<file path="config.mk">
export PLATFORM = sky130hd
export DESIGN_NAME = router_ahb_csr_bank
export DESIGN_NICKNAME = d
export VERILOG_FILES = /design/src/rtl/router_csr_pkg.sv /design/src/rtl/router_ahb_slv_fsm.sv /design/src/rtl/router_ahb_csr_bank.sv
export SDC_FILE = /design/constraint.sdc
export NUM_CORES = 1
export LEC_CHECK = 0
export ABC_AREA = 1
export CAP_MARGIN = 15
export CORE_AREA = 2 2 245 247
export CTS_CLUSTER_SIZE = 8
export DETAILED_ROUTE_END_ITERATION = 10
export DIE_AREA = 0 0 247 249
export PLACE_DENSITY = 0.52
export SETUP_SLACK_MARGIN = 0.3
export SYNTH_ARGS = -nofsm -noshare
export SYNTH_HDL_FRONTEND = slang
export SYNTH_SLANG_ARGS = --single-unit
</file>
<file path="constraint.sdc">
create_clock -name i_hclk -period 2.2 [get_ports i_hclk]
set_input_delay 0.44 -clock i_hclk [delete_from_list [all_inputs] [get_ports i_hclk]]
set_output_delay 0.44 -clock i_hclk [all_outputs]
set_load 0.05 [all_outputs]
</file>
<file path="src/rtl/router_csr_pkg.sv">
// Shared AHB-Lite encodings, data-phase state type and byte-lane helper for the
// router CSR bank.
`timescale 1ns/1ps
package router_csr_pkg;

    localparam logic [1:0] HTRANS_IDLE   = 2'b00;
    localparam logic [1:0] HTRANS_BUSY   = 2'b01;
    localparam logic [1:0] HTRANS_NONSEQ = 2'b10;
    localparam logic [1:0] HTRANS_SEQ    = 2'b11;

    localparam logic [1:0] HRESP_OKAY  = 2'b00;
    localparam logic [1:0] HRESP_ERROR = 2'b01;

    localparam logic [2:0] HSIZE_BYTE = 3'd0;
    localparam logic [2:0] HSIZE_HALF = 3'd1;
    localparam logic [2:0] HSIZE_WORD = 3'd2;

    typedef enum logic [1:0] {
        DATA_IDLE,
        DATA_OK,
        ERR1,
        ERR2
    } data_state_e;

    // Byte lanes touched by a transfer of size hsize at byte offset a within the word.
    function automatic logic [3:0] byte_mask(input logic [2:0] hsize, input logic [1:0] a);
        case (hsize)
            HSIZE_BYTE: byte_mask = 4'b0001 << a;
            HSIZE_HALF: byte_mask = a[1] ? 4'b1100 : 4'b0011;
            HSIZE_WORD: byte_mask = 4'b1111;
            default:    byte_mask = 4'b0000;
        endcase
    endfunction

endpackage

</file>
<file path="src/rtl/router_ahb_slv_fsm.sv">
// AHB-Lite slave front end: address-phase capture, access legality and the
// two-cycle ERROR response sequence.
`timescale 1ns/1ps
module router_ahb_slv_fsm
    import router_csr_pkg::*;
#(
    parameter int NUM_CFG  = 8,
    parameter int NUM_STA  = 8,
    parameter int CFG_BASE = 'h000,
    parameter int STA_BASE = 'h100
) (
    input  logic        i_hclk,
    input  logic        i_hreset,
    input  logic [11:0] i_haddr,
    input  logic        i_hwrite,
    input  logic        i_hsel,
    input  logic        i_htrans_act,
    input  logic [2:0]  i_hsize,
    input  logic        i_hreadyin,
    output logic        o_hready,
    output logic [1:0]  o_hresp,
    output logic        o_wr_en,
    output logic        o_rd_en,
    output logic [11:0] o_addr,
    output logic [3:0]  o_mask
);

    data_state_e state_q, state_d;
    logic [11:0] addr_q;
    logic        write_q;
    logic [2:0]  size_q;

    logic        accept;
    logic [31:0] off;
    logic        aligned, cfg_hit, sta_hit, legal;

    assign accept = i_hsel & i_htrans_act & i_hreadyin & o_hready;

    // NOTE: every always_comb output gets a default first so no path can infer a latch.
    always_comb begin
        off     = {20'd0, i_haddr};
        aligned = 1'b1;
        case (i_hsize)
            HSIZE_HALF: aligned = ~i_haddr[0];
            HSIZE_WORD: aligned = (i_haddr[1:0] == 2'b00);
            default:    aligned = 1'b1;
        endcase
        cfg_hit = (off >= CFG_BASE) && (off < CFG_BASE + 4 * NUM_CFG);
        sta_hit = (off >= STA_BASE) && (off < STA_BASE + 4 * NUM_STA);
        legal   = (i_hsize <= HSIZE_WORD) && aligned && (cfg_hit || (sta_hit && !i_hwrite));
    end

    always_comb begin
        state_d = DATA_IDLE;
        if (accept) begin
            state_d = legal ? DATA_OK : ERR1;
        end else if (state_q == ERR1) begin
            state_d = ERR2;
        end
    end

    // NOTE: sequential state uses non-blocking assignments so all flops update together.
    always_ff @(posedge i_hclk) begin
        if (i_hreset) begin
            state_q <= DATA_IDLE;
            addr_q  <= '0;
            write_q <= 1'b0;
            size_q  <= '0;
        end else begin
            state_q <= state_d;
            if (accept) begin
                addr_q  <= i_haddr;
                write_q <= i_hwrite;
                size_q  <= i_hsize;
            end
        end
    end

    assign o_hready = (state_q != ERR1);
    assign o_hresp  = (state_q == ERR1 || state_q == ERR2) ? HRESP_ERROR : HRESP_OKAY;
    assign o_wr_en  = (state_q == DATA_OK) && write_q;
    assign o_rd_en  = (state_q == DATA_OK) && !write_q;
    assign o_addr   = addr_q;
    assign o_mask   = byte_mask(size_q, addr_q[1:0]);

endmodule

</file>
<file path="src/rtl/router_ahb_csr_bank.sv">
// AHB-Lite CSR bank for the NoC router: read/write config words with commit
// pulses and read-only live status words.
`timescale 1ns/1ps
module router_ahb_csr_bank
    import router_csr_pkg::*;
#(
    parameter int          AWIDTH   = 32,
    parameter int          NUM_CFG  = 8,
    parameter int          NUM_STA  = 8,
    parameter int          CFG_BASE = 'h000,
    parameter int          STA_BASE = 'h100,
    parameter logic [31:0] CFG_RST  = 32'h0
) (
    input  logic                   i_hclk,
    input  logic                   i_hreset,
    input  logic [AWIDTH-1:0]      i_haddr,
    input  logic                   i_hwrite,
    input  logic                   i_hsel,
    input  logic [31:0]            i_hwdata,
    input  logic [1:0]             i_htrans,
    input  logic [2:0]             i_hsize,
    input  logic [2:0]             i_hburst,
    input  logic                   i_hreadyin,
    output logic                   o_hready,
    output logic [31:0]            o_hrdata,
    output logic [1:0]             o_hresp,
    output logic [NUM_CFG*32-1:0]  o_cfg,
    input  logic [NUM_STA*32-1:0]  i_sta,
    output logic [NUM_CFG-1:0]     o_cfg_wr,
    output logic                   o_changed
);

    logic        wr_en, rd_en;
    logic [11:0] addr;
    logic [3:0]  mask;

    logic [31:0]        cfg_q [NUM_CFG];
    logic [NUM_CFG-1:0] cfg_wr_q;
    logic [NUM_CFG-1:0] cfg_sel;
    logic [31:0]        wa;
    logic [31:0]        rd_data;

    // Burst type, the BUSY/IDLE distinction and the upper address bits carry no decode meaning.
    logic unused_bits;
    assign unused_bits = ^{i_hburst, i_htrans[0], i_haddr};

    router_ahb_slv_fsm #(
        .NUM_CFG  (NUM_CFG),
        .NUM_STA  (NUM_STA),
        .CFG_BASE (CFG_BASE),
        .STA_BASE (STA_BASE)
    ) u_fsm (
        .i_hclk       (i_hclk),
        .i_hreset     (i_hreset),
        .i_haddr      (i_haddr[11:0]),
        .i_hwrite     (i_hwrite),
        .i_hsel       (i_hsel),
        .i_htrans_act (i_htrans[1]),
        .i_hsize      (i_hsize),
        .i_hreadyin   (i_hreadyin),
        .o_hready     (o_hready),
        .o_hresp      (o_hresp),
        .o_wr_en      (wr_en),
        .o_rd_en      (rd_en),
        .o_addr       (addr),
        .o_mask       (mask)
    );

    assign wa = {20'd0, addr[11:2], 2'b00};

    always_comb begin
        cfg_sel = '0;
        for (int i = 0; i < NUM_CFG; i++) begin
            cfg_sel[i] = (wa == CFG_BASE + 4 * i);
        end
    end

    // Status words are sampled live, so a read reflects the core's value in the data phase.
    always_comb begin
        rd_data = '0;
        if (rd_en) begin
            for (int i = 0; i < NUM_CFG; i++) begin
                if (cfg_sel[i]) rd_data = cfg_q[i];
            end
            for (int j = 0; j < NUM_STA; j++) begin
                if (wa == STA_BASE + 4 * j) rd_data = i_sta[32*j +: 32];
            end
        end
    end

    // NOTE: the config array is reset because the router core consumes it right out of reset.
    always_ff @(posedge i_hclk) begin
        if (i_hreset) begin
            for (int i = 0; i < NUM_CFG; i++) cfg_q[i] <= CFG_RST;
            cfg_wr_q <= '0;
        end else begin
            cfg_wr_q <= '0;
            for (int i = 0; i < NUM_CFG; i++) begin
                if (wr_en && cfg_sel[i]) begin
                    cfg_wr_q[i] <= 1'b1;
                    for (int b = 0; b < 4; b++) begin
                        if (mask[b]) cfg_q[i][8*b +: 8] <= i_hwdata[8*b +: 8];
                    end
                end
            end
        end
    end

    for (genvar g = 0; g < NUM_CFG; g++) begin : g_cfg_out
        assign o_cfg[32*g +: 32] = cfg_q[g];
    end

    assign o_hrdata  = rd_data;
    assign o_cfg_wr  = cfg_wr_q;
    assign o_changed = |cfg_wr_q;

endmodule
</file>
==> run_results.csv <==
group,metric,value,unit
status,status,"complete, but fails checks",
status,violations,"negative setup slack",
yosys,yosysChipArea,15400,µm²
clock_tree,cts_buffers,41,
final_layout,final_nets,3299,
worst_setup_path,endpoint_kind,"output port",
clock_tree,clk_pin_slew,0.05,ns
final_timing,whs,0.539,ns
yosys,synthesis.nets,2336,
run,tool_warnings,54,
placement,postPlaceCellArea,25200,µm²
final_layout,fin_cells,3765,
final_layout,syn_to_final_growth,84.3,%
placement,port_buffers,607,
final_layout,fill_cells,5700,
final_timing,setup_violations,132,
yosys,flop_cell,"edfxtp_1",
final_timing,setup_slack,-1.17,ns
yosys,synth_flops,282,
yosys,ys_cells,2003,
die,dieHeight,249,µm
clock_tree,clockRootBuffer,"clkbuf_16",
worst_setup_path,cp_data_arrival_time,2.93,ns
die,placementRows,89,
die,die_w,247,µm
worst_setup_path,critPathMaxFanout,8,
worst_setup_path,cp_slowest_cell,"dfxtp_2",
route,firstDrtPassIters,8,
route,antenna_left,0,
final_timing,hold_violations,0,
placement,gp_congestion,0.942,
worst_setup_path,critical-path-max-stage-delay,0.33,ns
clock_tree,htreeDepth,2,
worst_setup_path,cp_common_cell,"nand4_1",
pwr,powerDensity,571,nW/µm²
yosys,syn_area,15400,µm²
placement,hpwl,68800,µm
yosys,yosysUniqueCellTypes,29,
route,avgViaCountPerCell,4.66,
route,drc_errors,0,
yosys,avgSynthCellArea,7.70,µm²
final_timing,fmax,297,MHz
global_routing,grt.overflow.total,0,
global_routing,grt_pass1_vias,17565,
final_timing,rsz0062_at_grt,"true",
global_routing,antenna_found_initial,13,
global_routing,grt_pass1_wl,120000,µm
yosys,syn_inst,2003,
placement,dp_cells,3631,
pwr,power,16.2,mW
final_timing,drv_slew,0,
run,drv_cap,0,
final_layout,drive_gt1_share,33.6,%
final_timing,period_minus_slack,3.37,ns
placement,dp_slack,-0.923,ns
clock_tree,clockBufferDepth,3,
yosys,ys_async_sr_fraction,0,%
worst_setup_path,critical_path_required,1.76,ns
die,ios,633,
worst_setup_path,startpoint_type,"register",
final_layout,mostFrequentLayoutCell,"buf_4",
pwr,p_leak,12.5,nW
pwr,vdd_drop_max,0.477,mV
final_timing,finalClockPeriodUsage,153,%
min_path,hold_path_class,"reg2reg",
clock_tree,clock_sinks,282,
worst_setup_path,critical_path.cell_chain,"inv_2 > nand2_4 > buf_6 > buf_4 > nor2_4 > nand2_8 > buf_12 > buf_6 > nor2_1 > nor2_2 > nand4_1 > nand2_2 > nand4_1 > nor2_1 > nand4_1 > nor2_2 > nor2_4 > buf_8",
global_routing,grt_max_degree,43,
final_layout,most-common-layout-cells,"457 x buf_4, 433 x nand2_1, 396 x clkdlybuf4s50_1",
route,avgRoutedWirePerCell,22.8,µm
route,first_iter_violations,1232,
yosys,synth-edff-count,256,
clock_tree,cts_tree,"yes",
yosys,ys_warn_count,0,
yosys,yosysSeqAreaShare,53.2,%
final_timing,worst_slew_pin_slew,0.706,ns
worst_setup_path,critPathKind,"reg2out",
die,core_area,58700,µm²
final_layout,fin_area,28400,µm²
final_timing,skew,0.0158,ns
global_routing,track_usage,26.8,%
die,initCoreUtil,26.3,%
clock_tree,clk_latency,0.54,ns
-- repair_timing --
item / CTS / global route
pin swaps: 139 / 176
hold buffers: 0 / 0
setup endpoints to repair: 631 / 569
hold endpoints to repair: 0 / 0
setup buffers: 34 / 25
gates resized: 341 / 162
gates cloned: 6 / 0
-- synthesized netlist by cell type, types with 5 or more instances --
| cell | count | share of area [%] |
|---|---|---|
| inv_1 | 293 | 7.1 |
| dfxtp_1 | 26 | 3.4 |
| nor2_2 | 9 | 0.37 |
| buf_4 | 8 | 0.39 |
| o21ai_0 | 63 | 2.0 |
| or2_0 | 19 | 0.77 |
| nand2_1 | 573 | 14 |
| a21oi_1 | 10 | 0.32 |
| nor3_1 | 5 | 0.16 |
| inv_2 | 14 | 0.34 |
| nor2_1 | 386 | 9.4 |
| or2_1 | 17 | 0.69 |
| edfxtp_1 | 256 | 50 |
| nand4_1 | 57 | 2.3 |
| buf_2 | 26 | 0.84 |
| nand3_1 | 162 | 5.3 |
| nor2_4 | 6 | 0.44 |
| or2_2 | 11 | 0.45 |
| clkbuf_1 | 42 | 1.0 |
-- final cells by class --
type	count	area, µm²	share of cell area, %
diodes	8	20.0	0.0704
clock buffers	58	1090	3.83
clock inverters	3	76.3	0.269
inverters	309	1290	4.54
multi-input cells	1335	7040	24.8
flip-flops and latches	282	8220	28.9
well taps	773	967	3.40
repair buffers	997	9720	34.2
-- state kept, by name (all words and copies together), names as in the netlist --
register,count
cfg_q,256
o_cfg_wr,8
u_fsm.o_addr,12
u_fsm.size_q,3
u_fsm.state_q,2
u_fsm.write_q,1
-- where the power goes --
part / leakage, nW / internal, mW / total [mW] / switching [mW]
registers: 2.84 / 6.08 / 6.24 / 0.166
logic: 9.10 / 1.70 / 4.13 / 2.42
clock network: 0.558 / 3.53 / 5.86 / 2.33
-- routing by layer --
layer	part of all wire [%]	track usage, %
met2	48	45.4
met3	7.4	4.92
met5	0.080	0
met4	3.4	9.41
met1	41	34.0
-- critical path, delay by kind of cell (launching register included) --
| kind | cells | cell delay [ns] |
|---|---|---|
| buf+inv | 6 | 0.78 |
| simple gates | 12 | 1.28 |
| flops | 1 | 0.33 |
-- kinds of logic (layout without fill, tap and decap cells) --
group	count (synthesis)	in the layout	share of synthesized area (%)
AOI/OAI and AO/OA	78	78	2.55
buffers and inverters	386	1367	9.85
other	1	9	0.0243
DFF	282	282	53.2
and+or+nand+nor	1256	1256	34.4
-- worst paths after layout --
kind	from	slack (ns)	end	depth (start not counted)
worst min register to register	u_fsm.o_addr[7]	0.54	u_fsm.o_addr[7]	2
worst max-delay path	u_fsm.o_addr[5]	-1.17	o_hrdata[29]	18
worst min-delay path	u_fsm.o_addr[7]	0.54	u_fsm.o_addr[7]	2
worst max register to register	u_fsm.o_addr[10]	-0.20	cfg_q[1][79]	15
-- stage by stage --
| stage | setup TNS, ns | utilization, % |
|---|---|---|
| floorplan | -5.33 | - |
| global placement | -61.54 | 42.9 |
| detailed placement | -60.00 | 42.9 |
| CTS | -49.54 | 47.1 |
| global route | -62.24 | 48.4 |
| finish | -44.62 | 48.4 |
Fig. 1: metal 2
Cells faint in the background.
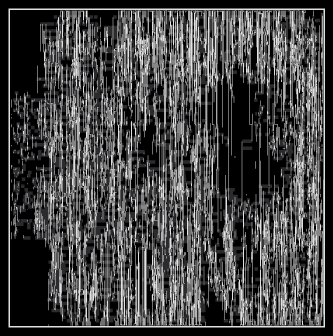
wire length on this layer: 41.4 mm
main direction: vertical
share of all routed wire: 48%
met2 Use GR: 45.4%
DR vias: 17547

Fig. 2: M3 wires
Scale bar: 50 µm. Cells faint in the background.
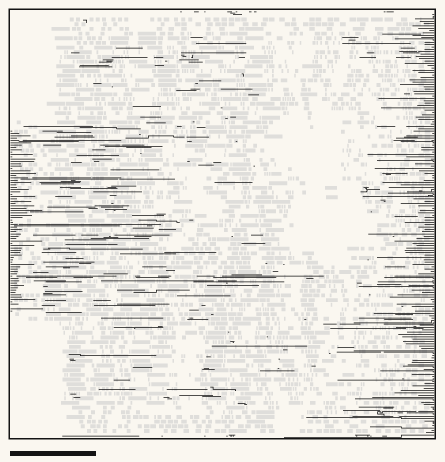
wire length on this layer: 6390 µm
share of all routed wire: 7.4%
nets with wire on the layer: 449

Fig. 3: metal 1
Scale bar: 50 µm. Cells faint in the background.
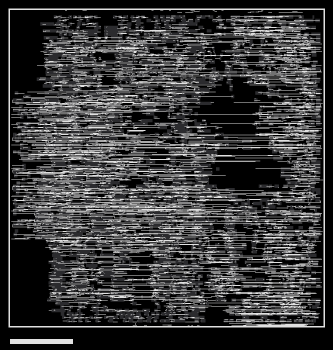
share of all routed wire: 41%
main direction: horizontal
wire length on this layer: 35.1 mm
longest straight run: 77.7 µm
final WL: 85900 µm
met1 Use GR: 34.0%

No activity file was given, so power comes from the tool's default toggle rates.
